### src/rtl/aead_job_ctrl.sv
// Job sequencer for a shared Ascon AEAD core (encrypt + decrypt pair).
// Ports: req_* job in, core_* core drive/observe, rsp_* result out, busy.
module aead_job_ctrl #(
  parameter int KEY_l   = 128,
  parameter int A_l     = 40,
  parameter int text_l  = 40,
  parameter int TIMEOUT = 1023
) (
  input  logic              clk,
  input  logic              rst,
  input  logic              req_valid,
  output logic              req_ready,
  input  logic              req_op,
  input  logic [KEY_l-1:0]  req_key,
  input  logic [127:0]      req_nonce,
  input  logic [A_l-1:0]    req_assoc,
  input  logic [text_l-1:0] req_text,
  input  logic [127:0]      req_tag,
  output logic [KEY_l-1:0]  core_key,
  output logic [127:0]      core_nonce,
  output logic [A_l-1:0]    core_assoc,
  output logic [text_l-1:0] core_text,
  output logic              core_en_start,
  output logic              core_dec_start,
  input  logic              core_en_ready,
  input  logic              core_dec_ready,
  input  logic [text_l-1:0] core_ct,
  input  logic [127:0]      core_tag,
  input  logic [text_l-1:0] core_dec_pt,
  input  logic [127:0]      core_dec_tag,
  output logic              rsp_valid,
  input  logic              rsp_ready,
  output logic              rsp_op,
  output logic [text_l-1:0] rsp_text,
  output logic [127:0]      rsp_tag,
  output logic              rsp_auth,
  output logic              rsp_timeout,
  output logic              busy
);

  localparam int CW = $clog2(TIMEOUT + 1);
  localparam logic [CW-1:0] TO_C = CW'(TIMEOUT);

  typedef enum logic [1:0] {
    IDLE,
    RUN,
    RESP,
    RECOVER
  } state_t;

  state_t r_state;
  state_t w_next;

  logic              r_op;
  logic [KEY_l-1:0]  r_key;
  logic [127:0]      r_nonce;
  logic [A_l-1:0]    r_assoc;
  logic [text_l-1:0] r_text;
  logic [127:0]      r_tag;
  logic [CW-1:0]     r_cnt;
  logic [text_l-1:0] r_rsp_text;
  logic [127:0]      r_rsp_tag;
  logic              r_rsp_auth;
  logic              r_rsp_to;

  logic w_sel_rdy;
  logic w_cnt_end;

  // Only the ready of the op in flight matters; the other is a stray.
  assign w_sel_rdy = r_op ? core_dec_ready : core_en_ready;
  assign w_cnt_end = (r_cnt == TO_C);

  always_comb begin
    w_next         = r_state;
    req_ready      = 1'b0;
    busy           = 1'b1;
    core_en_start  = 1'b0;
    core_dec_start = 1'b0;
    rsp_valid      = 1'b0;
    unique case (r_state)
      IDLE: begin
        busy      = 1'b0;
        req_ready = 1'b1;
        if (req_valid) w_next = RUN;
      end
      RUN: begin
        core_en_start  = ~r_op;
        core_dec_start = r_op;
        if (w_sel_rdy || w_cnt_end) w_next = RESP;
      end
      RESP: begin
        rsp_valid = 1'b1;
        if (rsp_ready) w_next = RECOVER;
      end
      RECOVER: begin
        // Wait for the core to drop both readies before a new start.
        if (!core_en_ready && !core_dec_ready) w_next = IDLE;
      end
      default: w_next = IDLE;
    endcase
  end

  always_ff @(posedge clk) begin
    if (rst) begin
      r_state    <= IDLE;
      r_op       <= 1'b0;
      r_key      <= '0;
      r_nonce    <= '0;
      r_assoc    <= '0;
      r_text     <= '0;
      r_tag      <= '0;
      r_cnt      <= '0;
      r_rsp_text <= '0;
      r_rsp_tag  <= '0;
      r_rsp_auth <= 1'b0;
      r_rsp_to   <= 1'b0;
    end else begin
      r_state <= w_next;
      if (r_state == IDLE && req_valid) begin
        r_op    <= req_op;
        r_key   <= req_key;
        r_nonce <= req_nonce;
        r_assoc <= req_assoc;
        r_text  <= req_text;
        r_tag   <= req_tag;
        r_cnt   <= '0;
      end
      if (r_state == RUN) begin
        if (!w_cnt_end) r_cnt <= r_cnt + 1'b1;
        // Completion takes priority over a coincident timeout.
        if (w_sel_rdy) begin
          r_rsp_to <= 1'b0;
          if (r_op) begin
            r_rsp_text <= core_dec_pt;
            r_rsp_tag  <= core_dec_tag;
            r_rsp_auth <= (core_dec_tag == r_tag);
          end else begin
            r_rsp_text <= core_ct;
            r_rsp_tag  <= core_tag;
            r_rsp_auth <= 1'b0;
          end
        end else if (w_cnt_end) begin
          r_rsp_text <= '0;
          r_rsp_tag  <= '0;
          r_rsp_auth <= 1'b0;
          r_rsp_to   <= 1'b1;
        end
      end
    end
  end

  assign core_key    = r_key;
  assign core_nonce  = r_nonce;
  assign core_assoc  = r_assoc;
  assign core_text   = r_text;
  assign rsp_op      = r_op;
  assign rsp_text    = r_rsp_text;
  assign rsp_tag     = r_rsp_tag;
  assign rsp_auth    = r_rsp_auth;
  assign rsp_timeout = r_rsp_to;

endmodule
### config.mk
export PLATFORM = sky130hd
export DESIGN_NAME = aead_job_ctrl
export DESIGN_NICKNAME = d
export VERILOG_FILES = /design/src/rtl/aead_job_ctrl.sv
export SDC_FILE = /design/constraint.sdc
export NUM_CORES = 1
export LEC_CHECK = 0
export ABC_AREA = 1
export CORE_AREA = 2 2 520 522
export CTS_CLUSTER_DIAMETER = 100
export DETAILED_ROUTE_END_ITERATION = 8
export DIE_AREA = 0 0 522 524
export GPL_ROUTABILITY_DRIVEN = 0
export PLACE_DENSITY = 0.3
export SLEW_MARGIN = 20
export SYNTH_ARGS = -nofsm -noshare
export SYNTH_HDL_FRONTEND = slang
export SYNTH_SLANG_ARGS = --single-unit
### constraint.sdc
create_clock -name clk -period 2.15 [get_ports clk]
set_clock_uncertainty 0.2 [all_clocks]
set_input_delay 0.5375 -clock clk [delete_from_list [all_inputs] [get_ports clk]]
set_output_delay 0.5375 -clock clk [all_outputs]
set_load 0.005 [all_outputs]
### Sequential cells grouped by signal name, run 1

Scale bar: 200 µm. Other sequential cells in the stronger gray, the rest of the logic in the fainter gray.
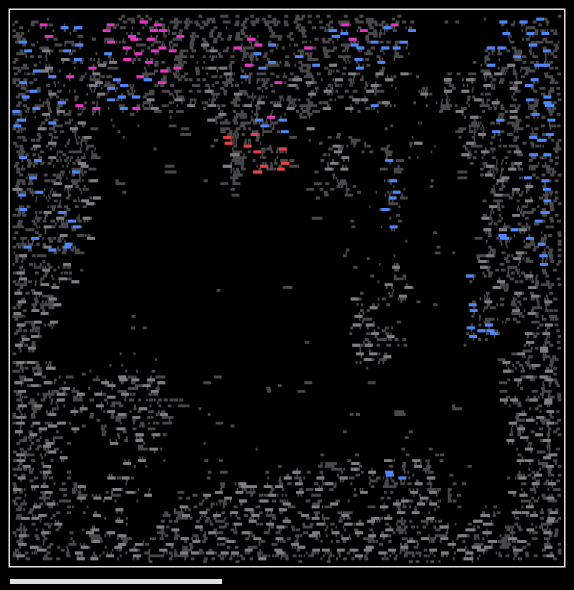
Key: r_cnt = red [flops 10, where north]; rsp_text = magenta [flops 40]; rsp_tag = blue [flops 128]
Another 469 sequential cells are not colored.

### Congestion heat map, run 1

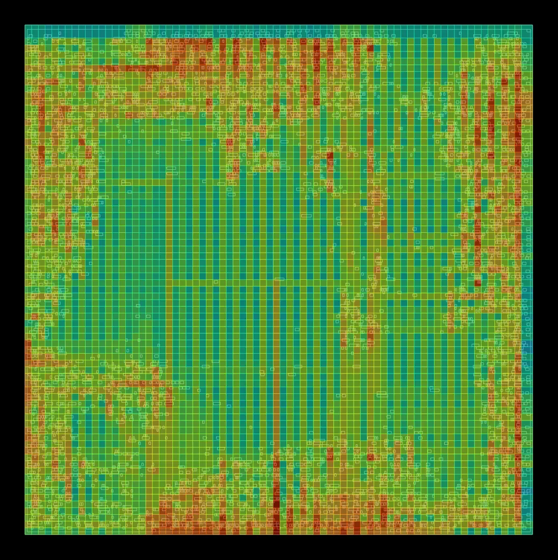
met3 Use GR: 6.14%
DR WL/cell: 23.6 µm
grt met2 use: 22.8%
post-layout util: 18.3%

### Routed metal, one color a layer, run 1

Scale bar: 200 µm. Only two layers are drawn.
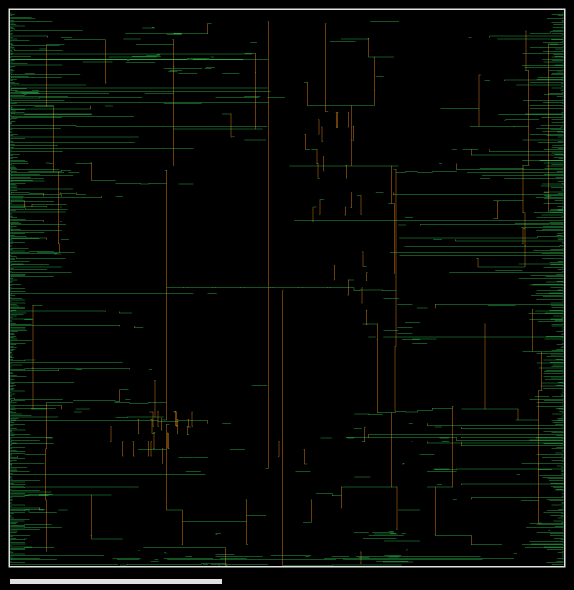
Key: met3 = green [wire length 21.5 mm]; met4 = orange [wire length 4,250 µm]
via count: 29,400
Routed Wire Length: 203 mm
Total Routing Usage GR: 14.2%

### Cell classes on the final placement, run 1

Scale bar: 200 µm. Fill, decap, tap and diode cells in gray.
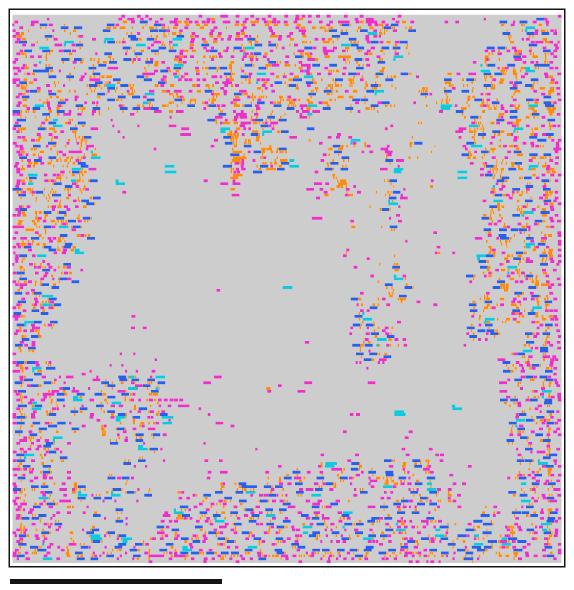
Key: other buffers and delay cells = magenta [cells 1,581]; all other logic = orange [cells 2,623]; flops = blue [cells 647]; clock drivers and dummy loads = cyan [cells 174]
core area: 267,000 µm²
row count: 190
flop share of the area: 26.9%
final instance area: 48,900 µm²

==> metrics.cfg, run 1 <==
[run_status]
outcome=finished, violations left
violations=setup timing

[pwr]
internal-power_mw=33.9
p_sw_share_pct=36.0
seqPwrFrac_pct=32.3

[critical_path]
ff2ff_path_depth=13
r2r-end=rsp_auth
critPathLaunchType=flop
r2r-start=r_tag[99]
r2r_setup_slack_ns=-0.08

[sta]
finalWorstSetupSlack_ns=-0.133
worst_pin_slew_ns=0.792
setup_viol=7
maxSlewViolCount=0
clock.fmax_mhz=438

[drt]
highest_layer=met5
wl_met1_mm=86.3
route.met3.wl_mm=21.5

[die]
fp_util_pct=9.90
io_pins=1319
die_area_um2=274000
tapCellCount=3552

[placed_design]
io_buffers=1318
dp_slack_ns=-1.38
placed_cell_area_um2=45400

[synthesis]
topCombFamilyByArea=simple AND/OR/NAND/NOR gates
ys_seq_elements=647
synth_top_area_share_pct=48.9
topCellsByArea=dfxtp_1 49%, nor2_1 12%, o21ai_0 9.2%
async_flop_share_pct=0
edf_count=0

[clock_network]
cts_tree=built
cts_buffer_depth=3

[cells_and_area]
layout.nets=5761
area.share.combinational_pct=24.4
buffers=1581
drive_gt1_share_pct=19.9
comb_cells=2435

[run]
warning_count=35

run 1: worst max-delay path, cell delays in order, from the launching register on:
cell	delay, ns
dfxtp_4	0.37
buf_6	0.13
buf_6	0.11
nor2_4	0.10
buf_6	0.11
run 1: cells in the mapped netlist, types with 6 or more instances:
| cell type | number |
|---|---|
| nand4_1 | 12 |
| clkbuf_1 | 148 |
| nor3_1 | 6 |
| nand3_1 | 9 |
| xnor2_1 | 42 |
| a21oi_1 | 255 |
| mux2_2 | 168 |
| o21ai_0 | 489 |
| buf_1 | 7 |
| xor2_1 | 7 |
| inv_1 | 187 |
| nor2_1 | 834 |
| nand2_1 | 589 |
| dfxtp_1 | 647 |
| buf_4 | 11 |
| buf_6 | 12 |
| buf_2 | 53 |
run 1: how the worst max path moves through the flow:
stage,from,endpoint,slack [ns],cells past startpoint
final,rsp_op,core_en_start,-0.13,4
after global routing,rsp_op,core_en_start,-0.22,4
after CTS,r_state[1],core_en_start,-0.25,5
after detailed placement,core_dec_tag[86],rsp_auth,-1.38,12
after global placement,core_dec_tag[86],rsp_auth,-1.43,12
after floorplan,r_state[0],core_key[0],0.36,9
run 1: cells by family (layout without fill, tap and decap cells):
logic type	after synthesis	in the layout
AND/OR/NAND/NOR	1461	1461
AND-OR/OR-AND	752	752
flip-flops	647	647
buffers and inverters	419	1943
multiplexers	168	168
XOR/XNOR	49	49
adder cells (fa/ha/maj)	5	5
other	0	29
run 1: registers in the layout (all words and copies together), names as in the netlist:
name / cells
core_key: 128
core_nonce: 128
r_tag: 128
rsp_tag: 128
core_assoc: 40
core_text: 40
rsp_text: 40
r_cnt: 10
r_state: 2
rsp_auth: 1
rsp_op: 1
rsp_timeout: 1
==> run 2, diff against run 1 <==
--- a/config.mk
+++ b/config.mk
@@ -6,6 +6,7 @@
 export NUM_CORES = 1
 export LEC_CHECK = 0
 export ABC_AREA = 1
+export ABC_CLOCK_PERIOD_IN_PS = 2150
 export CORE_AREA = 2 2 520 522
 export CTS_CLUSTER_DIAMETER = 100
 export DETAILED_ROUTE_END_ITERATION = 8
### Cell classes on the final placement, run 2

Scale bar: 200 µm. Fill, decap, tap and diode cells in gray.
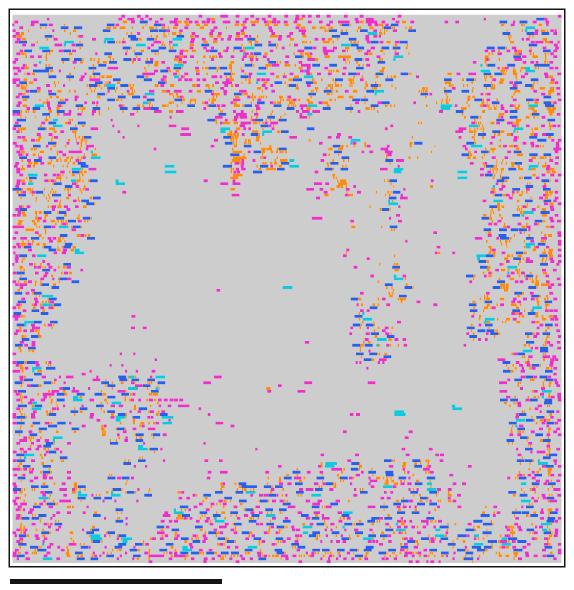
Key: flops = blue [cells 647]; other buffers and delay cells = magenta [cells 1,581]; all other logic = orange [cells 2,623]; clock drivers and dummy loads = cyan [cells 174]

==> run 2 against run 1 <==
The flow still finishes with violations (setup timing); count of clock-buffer cells in the layout is the same; synthesized cell count did not move; worst setup slack unchanged; largest power group unchanged; clock power hardly changed; final cell count is the same; combinational power is essentially flat; sequential share of layout area unchanged; die area unchanged.
==> metrics.cfg, run 2 <==
[synthesis]
edf_count=0  ; unchanged
yosysSeqAreaShare_pct=48.9  ; unchanged
synthCells=3501  ; unchanged
mux_area_share_pct=7.15  ; unchanged
topCombFamilyByArea=simple AND/OR/NAND/NOR gates  ; unchanged
topCellsByArea=dfxtp_1 49%, nor2_1 12%, o21ai_0 9.2%  ; unchanged
aoi_share_pct=14.3  ; unchanged
top_cells_by_count=834 x nor2_1, 647 x dfxtp_1, 589 x nand2_1  ; unchanged
async_flop_share_pct=0  ; unchanged
flop_cell=dfxtp_1  ; unchanged
synth_top_area_share_pct=48.9  ; unchanged
most_common_cell=nor2_1  ; unchanged
ys_seq_elements=647  ; unchanged
yosys.area.top_type=dfxtp_1  ; unchanged

[cells_and_area]
fillers=30200  ; unchanged
layout.nets=5761  ; unchanged
drive_gt1_share_pct=19.9  ; unchanged
final_area_um2=48900  ; unchanged
areaGrowthSynthToFinish_pct=84.7  ; unchanged
utilization_pct=18.3  ; unchanged
layout_top_cells=830 x nor2_1, 805 x clkdlybuf4s50_1, 577 x nand2_1  ; unchanged
combGateArea_um2=11900  ; unchanged
layout_top_cell=nor2_1  ; unchanged

[run]
warning_count=35  ; unchanged

[die]
fp_util_pct=9.90  ; unchanged
core_region_area_um2=267000  ; unchanged
io_pins=1319  ; unchanged
die_area_um2=274000  ; unchanged
die_width_um=522  ; unchanged
core.rowCount=190  ; unchanged

[critical_path]
cp_cell_sequence=buf_6, buf_6, nor2_4, buf_6  ; unchanged
cpPeakStageDelay_ns=0.37  ; about the same
slowest_stage=dfxtp_4  ; unchanged
cp.buffers_inverters=3  ; unchanged
endpoint_kind=primary output  ; unchanged
path_common_cell=buf_6  ; unchanged
path_delay_family=flip-flops  ; unchanged
critPathLaunchType=flop  ; unchanged

[sta]
final_hold_viol_count=0  ; unchanged
worst_pin_slew_ns=0.792  ; unchanged
maxSlewViolCount=0  ; unchanged
setup_viol=7  ; unchanged
clock.fmax_mhz=438  ; unchanged
final.setup.tns_ns=-0.523  ; unchanged
rsz0062_at_grt=true  ; unchanged
finalWorstSetupSlack_ns=-0.133  ; unchanged

[clock_network]
clock.latency.late_pin_ns=0.73  ; about the same
clock_sinks=647  ; unchanged
cts_tree=built  ; unchanged
path_clk_slew_ns=0.06  ; about the same
cts_buffer_depth=3  ; unchanged

[placed_design]
hpwl_mm=165  ; unchanged
placed_cell_area_um2=45400  ; unchanged
io_buffers=1318  ; unchanged
dp_slack_ns=-1.38  ; unchanged

[grt]
grt-ovfl-total=0  ; unchanged
track_usage_pct=14.2  ; unchanged
grt_pass1_vias=29500  ; unchanged
grt_max_degree=104  ; unchanged

[drt]
wl_mm=203  ; unchanged
drc=0  ; unchanged
detail-route-antenna-nets=0  ; unchanged
wl_per_cell_um=23.6  ; unchanged
vias_per_cell=3.41  ; unchanged
vias=29400  ; unchanged

[pwr]
power_switching_mw=19.0  ; unchanged
power.total_mw=52.9  ; unchanged
power.group.top=combinational cells  ; unchanged
p_clk_share_pct=31.2  ; about the same
seqPwrFrac_pct=32.3  ; about the same
internal-power_mw=33.9  ; unchanged
pg_comb_mw=19.3  ; about the same
pwr-share-comb_pct=36.5  ; about the same
p_sw_share_pct=36.0  ; unchanged
leakagePower_nw=19.2  ; unchanged

[hold_path]
hold_class=in2reg  ; unchanged

[run_status]
outcome=finished, violations left  ; unchanged
violations=setup timing  ; unchanged

==> run 2: cell counts in the layout (fill, tap and decap cells not counted) <==
No cell type changed its count.
==> run 2: final cells by class <==
| class | instances | share of cell area [%] |
|---|---|---|
| inverter | 188 | 1.49 |
| timing repair buffer | 1581 | 31.4 |
| multi-input combinational | 2435 | 24.4 |
| antenna | 29 | 0.148 |
| clock inverter | 26 | 0.745 |
| tap | 3552 | 9.09 |
| clock buffer | 148 | 5.89 |
| sequential | 647 | 26.9 |
==> run 2: kinds of logic (layout without fill, tap and decap cells) <==
kind of cell | count (synthesis) | in the layout
other | 0 | 29
XOR/XNOR | 49 | 49
multiplexers | 168 | 168
AND-OR/OR-AND | 752 | 752
buffers and inverters | 419 | 1943
adder cells (fa/ha/maj) | 5 | 5
AND/OR/NAND/NOR | 1461 | 1461
flip-flops | 647 | 647
==> run 2: path summary, 6_finish.rpt <==
| path | from | to | slack, ns | depth (start not counted) |
|---|---|---|---|---|
| setup / recovery | rsp_op | core_en_start | -0.13 | 4 |
| hold / removal | rst | rsp_tag[121] | 0.17 | 3 |
| setup reg to reg | r_tag[99] | rsp_auth | -0.08 | 13 |
| hold reg to reg | rsp_tag[48] | rsp_tag[48] | 0.26 | 2 |
==> run 2: repair_timing <==
action / CTS / global route
pin swaps: 13 / 19
cloned: 6 / 2
resized: 1532 / 43
setup endpoints to repair: 583 / 173
setup buffers: 18 / 9
==> run 2: routing by layer <==
| layer | share of wire (%) | global-route usage (%) | vias up | routed length (µm) |
|---|---|---|---|---|
| li1 | - | - | 14200 | - |
| met1 | 43 | 17.4 | 13600 | 86300 |
| met2 | 45 | 22.8 | 1242 | 90300 |
| met3 | 11 | 6.14 | 307 | 21500 |
| met4 | 2.1 | 2.74 | 74 | 4250 |
| met5 | 0.25 | 0 | - | 509 |
Power figures rest on the tool's default switching activity, not on a simulated workload.
